<file path="config.mk">
export PLATFORM = sky130hd
export DESIGN_NAME = wash_seq_ctrl
export DESIGN_NICKNAME = d
export VERILOG_FILES = /design/src/rtl/wm_pkg.sv /design/src/rtl/unit_timer.sv /design/src/rtl/wash_seq_ctrl.sv
export SDC_FILE = /design/constraint.sdc
export NUM_CORES = 1
export LEC_CHECK = 0
export ABC_AREA = 1
export CELL_PAD_IN_SITES_DETAIL_PLACEMENT = 1
export CELL_PAD_IN_SITES_GLOBAL_PLACEMENT = 1
export CORE_MARGIN = 2
export CORE_UTILIZATION = 30
export CTS_CLUSTER_SIZE = 30
export DETAILED_ROUTE_END_ITERATION = 10
export GPL_TIMING_DRIVEN = 0
export PLACE_DENSITY = 0.69
export SLEW_MARGIN = 40
export SYNTH_ARGS = -nofsm -noshare
export SYNTH_HDL_FRONTEND = slang
export SYNTH_SLANG_ARGS = --single-unit
</file>
<file path="constraint.sdc">
create_clock -name clk -period 3.1 [get_ports clk]
set_clock_uncertainty 0.1 [all_clocks]
set_input_delay 0.465 -clock clk [delete_from_list [all_inputs] [get_ports clk]]
set_output_delay 0.465 -clock clk [all_outputs]
set_load 0.03 [all_outputs]
</file>
<file path="src/rtl/wm_pkg.sv">
// Shared types and helpers for the washing-machine program sequencer.
// Phase codes, BCD limits, duration payload, clamp and phase-order helpers.
package wm_pkg;

    localparam int unsigned PHASE_W = 3;
    localparam int unsigned BCD_W   = 4;
    localparam logic [BCD_W-1:0] BCD_MAX = 4'd9;

    typedef enum logic [PHASE_W-1:0] {
        PH_IDLE  = 3'd0,
        PH_WASH  = 3'd1,
        PH_RINSE = 3'd2,
        PH_SPIN  = 3'd3,
        PH_PAUSE = 3'd4,
        PH_DONE  = 3'd5
    } phase_e;

    typedef struct packed {
        logic [BCD_W-1:0] wash;
        logic [BCD_W-1:0] rinse;
        logic [BCD_W-1:0] spin;
    } dur_t;

    function automatic logic [BCD_W-1:0] bcd_clamp(input logic [BCD_W-1:0] d);
        return (d > BCD_MAX) ? BCD_MAX : d;
    endfunction

    // First phase after 'from' (program order) with a nonzero duration, else DONE.
    function automatic phase_e next_phase(input phase_e from, input dur_t d);
        phase_e p;
        p = PH_DONE;
        case (from)
            PH_IDLE: begin
                if (d.wash != 4'd0)       p = PH_WASH;
                else if (d.rinse != 4'd0) p = PH_RINSE;
                else if (d.spin != 4'd0)  p = PH_SPIN;
            end
            PH_WASH: begin
                if (d.rinse != 4'd0)      p = PH_RINSE;
                else if (d.spin != 4'd0)  p = PH_SPIN;
            end
            PH_RINSE: begin
                if (d.spin != 4'd0)       p = PH_SPIN;
            end
            default: p = PH_DONE;
        endcase
        return p;
    endfunction

    function automatic logic [BCD_W-1:0] dur_of(input phase_e p, input dur_t d);
        logic [BCD_W-1:0] r;
        case (p)
            PH_WASH:  r = d.wash;
            PH_RINSE: r = d.rinse;
            PH_SPIN:  r = d.spin;
            default:  r = 4'd0;
        endcase
        return r;
    endfunction

endpackage

</file>
<file path="src/rtl/unit_timer.sv">
// Time-unit prescaler: counts 0..UNIT_CYCLES-1 while enabled, flags the wrap cycle.
// The count holds when disabled; clr has priority over en.
module unit_timer #(
    parameter int unsigned UNIT_CYCLES = 100000000,
    parameter int unsigned TW          = 27
) (
    input  logic clk,
    input  logic rst_n,
    input  logic en,
    input  logic clr,
    output logic tick_c
);

    localparam logic [TW-1:0] LAST = TW'(UNIT_CYCLES - 1);

    logic [TW-1:0] cnt_q;

    assign tick_c = en && (cnt_q == LAST);

    always_ff @(posedge clk or negedge rst_n) begin
        if (!rst_n) begin
            cnt_q <= '0;
        end else if (clr) begin
            cnt_q <= '0;
        end else if (en) begin
            cnt_q <= (cnt_q == LAST) ? '0 : cnt_q + TW'(1);
        end
    end

endmodule

</file>
<file path="src/rtl/wash_seq_ctrl.sv">
// Washing-machine program sequencer: WASH -> RINSE -> SPIN countdown with
// pause/resume, abort and door interlock; actuators decoded into registers.
module wash_seq_ctrl
    import wm_pkg::*;
#(
    parameter int unsigned UNIT_CYCLES = 100000000,
    parameter int unsigned TW          = 27
) (
    input  logic             clk,
    input  logic             rst_n,
    input  logic             start,
    input  logic             pause,
    input  logic             abort,
    input  logic             door_closed,
    input  logic [BCD_W-1:0] d_wash,
    input  logic [BCD_W-1:0] d_rinse,
    input  logic [BCD_W-1:0] d_spin,
    output logic [PHASE_W-1:0] phase,
    output logic [BCD_W-1:0] remain,
    output logic             motor_en,
    output logic             water_in,
    output logic             drain,
    output logic             door_lock,
    output logic             done
);

    phase_e           state_q, state_d;
    phase_e           saved_q, saved_d;
    phase_e           nxt;
    dur_t             dur_q, dur_d, dur_in;
    logic [BCD_W-1:0] remain_q, remain_d;
    logic             tmr_en, tmr_clr, tick_c;
    logic             motor_d, water_d, drain_d, lock_d, done_d;

    assign dur_in = '{wash: bcd_clamp(d_wash), rinse: bcd_clamp(d_rinse), spin: bcd_clamp(d_spin)};

    unit_timer #(
        .UNIT_CYCLES(UNIT_CYCLES),
        .TW         (TW)
    ) u_timer (
        .clk   (clk),
        .rst_n (rst_n),
        .en    (tmr_en),
        .clr   (tmr_clr),
        .tick_c(tick_c)
    );

    // State and output registers
    always_ff @(posedge clk or negedge rst_n) begin
        if (!rst_n) begin
            state_q   <= PH_IDLE;
            saved_q   <= PH_IDLE;
            dur_q     <= '0;
            remain_q  <= '0;
            motor_en  <= 1'b0;
            water_in  <= 1'b0;
            drain     <= 1'b0;
            door_lock <= 1'b0;
            done      <= 1'b0;
        end else begin
            state_q   <= state_d;
            saved_q   <= saved_d;
            dur_q     <= dur_d;
            remain_q  <= remain_d;
            motor_en  <= motor_d;
            water_in  <= water_d;
            drain     <= drain_d;
            door_lock <= lock_d;
            done      <= done_d;
        end
    end

    // Next state: abort beats pause/door-open, which beat the unit wrap
    always_comb begin
        state_d  = state_q;
        saved_d  = saved_q;
        dur_d    = dur_q;
        remain_d = remain_q;
        tmr_en   = 1'b0;
        tmr_clr  = 1'b0;
        nxt      = PH_DONE;
        if (abort) begin
            state_d  = PH_IDLE;
            remain_d = '0;
            tmr_clr  = 1'b1;
        end else begin
            case (state_q)
                PH_IDLE, PH_DONE: begin
                    if (start && door_closed) begin
                        nxt      = next_phase(PH_IDLE, dur_in);
                        dur_d    = dur_in;
                        state_d  = nxt;
                        remain_d = dur_of(nxt, dur_in);
                        tmr_clr  = 1'b1;
                    end
                end
                PH_WASH, PH_RINSE, PH_SPIN: begin
                    if (pause || !door_closed) begin
                        state_d = PH_PAUSE;
                        saved_d = state_q;
                    end else begin
                        tmr_en = 1'b1;
                        if (tick_c) begin
                            if (remain_q == 4'd1) begin
                                nxt      = next_phase(state_q, dur_q);
                                state_d  = nxt;
                                remain_d = dur_of(nxt, dur_q);
                            end else begin
                                remain_d = remain_q - 4'd1;
                            end
                        end
                    end
                end
                PH_PAUSE: begin
                    if (pause && door_closed) begin
                        state_d = saved_q;
                    end
                end
                default: begin
                    state_d  = PH_IDLE;
                    remain_d = '0;
                    tmr_clr  = 1'b1;
                end
            endcase
        end
    end

    // Actuator decode of the upcoming state, captured alongside it
    always_comb begin
        motor_d = 1'b0;
        water_d = 1'b0;
        drain_d = 1'b0;
        lock_d  = 1'b0;
        done_d  = 1'b0;
        case (state_d)
            PH_WASH, PH_RINSE: begin
                motor_d = 1'b1;
                water_d = 1'b1;
                lock_d  = 1'b1;
            end
            PH_SPIN: begin
                motor_d = 1'b1;
                drain_d = 1'b1;
                lock_d  = 1'b1;
            end
            PH_PAUSE: lock_d = 1'b1;
            PH_DONE:  done_d = 1'b1;
            default: ;
        endcase
    end

    assign phase  = state_q;
    assign remain = remain_q;

endmodule

</file>
Fig. 1: sequential cells coloured by netlist name
Bar = 20 µm. Other sequential cells in the stronger grey, the rest of the logic in the fainter grey.
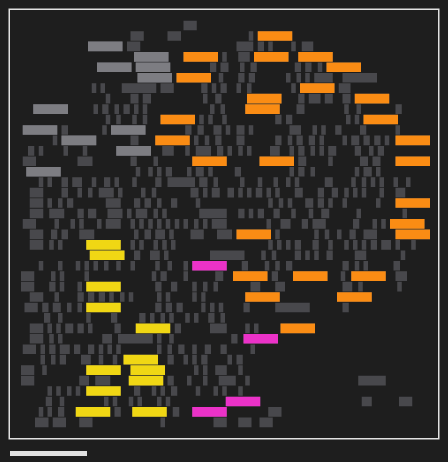
colour	signal	flops
magenta	remain	4
orange	u_timer.cnt_q	27
yellow	dur_q	12
Reg area: 1350 µm²
Final Core Density: 36.2%
fraction of standard cell area that is sequential: 32.8%
Seq group: 846 µW

Fig. 2: cell classes on the final placement
Bar = 20 µm.
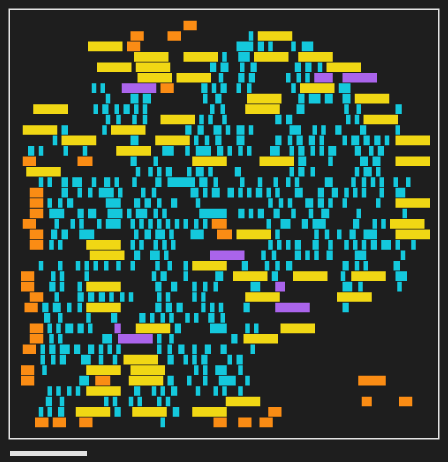
colour	class	cells
cyan	all other logic	436
orange	other buffers and delay cells	35
purple	clock drivers and dummy loads	8
yellow	flip-flops	54
Core Region: 11,400 µm²
Site Rows: 39
cell area after layout: 4110 µm²

Fig. 3: selected gate families
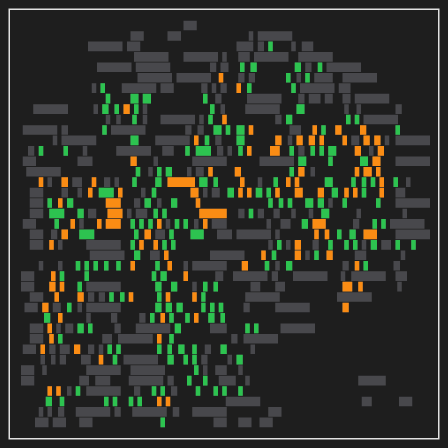
colour	family	cells	most used
green	NAND gates	182	nand2_1
orange	NOR gates	101	nor2_1

critical path: cells and delay by family, from the launching register on:
family | cells | cell delay, ns
fa+ha+maj | 1 | 0.19
simple gates | 7 | 1.02
flops | 1 | 0.39
buf+inv | 2 | 0.20
compound gates | 2 | 0.25
metal layers:
metal | vias to the layer above | GRT usage, % | routed length (µm)
met5 | - | 0 | 0
li1 | 1672 | - | -
met3 | 9 | 3.54 | 258
met1 | 1625 | 22.0 | 4630
met4 | 0 | 5.10 | 145
met2 | 36 | 30.3 | 5090
state kept, by name, summed over array words and instances, names as in the netlist:
signal	count
done	1
door_lock	1
phase	3
saved_q	3
motor_en	1
u_timer.cnt_q	27
water_in	1
remain	4
dur_q	12
drain	1
power by group:
part	switching (mW)	internal, mW
clock	0.262	0.320
sequential	0.0620	0.784
combinational	0.392	0.209
total	0.716	1.31
==> impl_metrics.ini <==
; yosys + openroad results
[place]
place_inst = 667
dpl_cell_area_um2 = 3950

[worst_setup_path]
ff2ff_path_depth = 12
required_time_worst_endpoint_ns = 3.17
worst-endpoint-arrival_ns = 2.37
timing.rr.end = u_timer.cnt_q[11]
critical_path_peak_fanout = 10
crit_path_top_delay_cell = sky130_fd_sc_hd__dfrtp_1
critical_path_end = u_timer.cnt_q[11]

[cells_and_area]
final_nets = 553
inv_count = 75
filler_cell_count = 1441
lay_top_count = sky130_fd_sc_hd__nand2_1
drive_gt1_share_pct = 8.07
area_growth_syn_to_layout_pct = 18.7

[drt]
drt-vias-per-instance = 4.94
wirelength_um = 10100
wire_per_inst_um = 15.0

[power_and_ir_drop]
leakage_nw = 1.88

[global_route]
grt_use_total_pct = 17.4

[logic_synthesis]
synth_seq_share_pct = 39.0
enable_flop_cells = 0
synth_flop_count = 54
synth.lib_cells_used.distinct = 39
synthesis.instances = 494
yosys-stat-area_um2 = 3470
cell_type_with_the_largest_total_area = sky130_fd_sc_hd__dfrtp_1
common_cells = 129 x sky130_fd_sc_hd__nand2_1, 66 x sky130_fd_sc_hd__inv_1, 62 x sky130_fd_sc_hd__nor2_1
synth.top_cells.by_area = sky130_fd_sc_hd__dfrtp_1 39%, sky130_fd_sc_hd__nand2_1 14%, sky130_fd_sc_hd__inv_1 7.1%
syn_area_per_cell_um2 = 7.02

[final_timing]
period_needed_ns = 2.30
post_layout_worst_setup_margin_ns = 0.805
setup_total_negative_slack_ns = 0

[cts]
ctsLongestPathBuffers = 2
post_cts_resize_count = 0
clockRootBuffer = sky130_fd_sc_hd__clkbuf_16

[status]
outcome = finished clean

[run]
cap_viol_max_count = 0

[die]
fp_util_pct = 30.5

[hold_path]
min_from = saved_q[2]
No activity file was given, so power comes from the tool's default toggle rates.
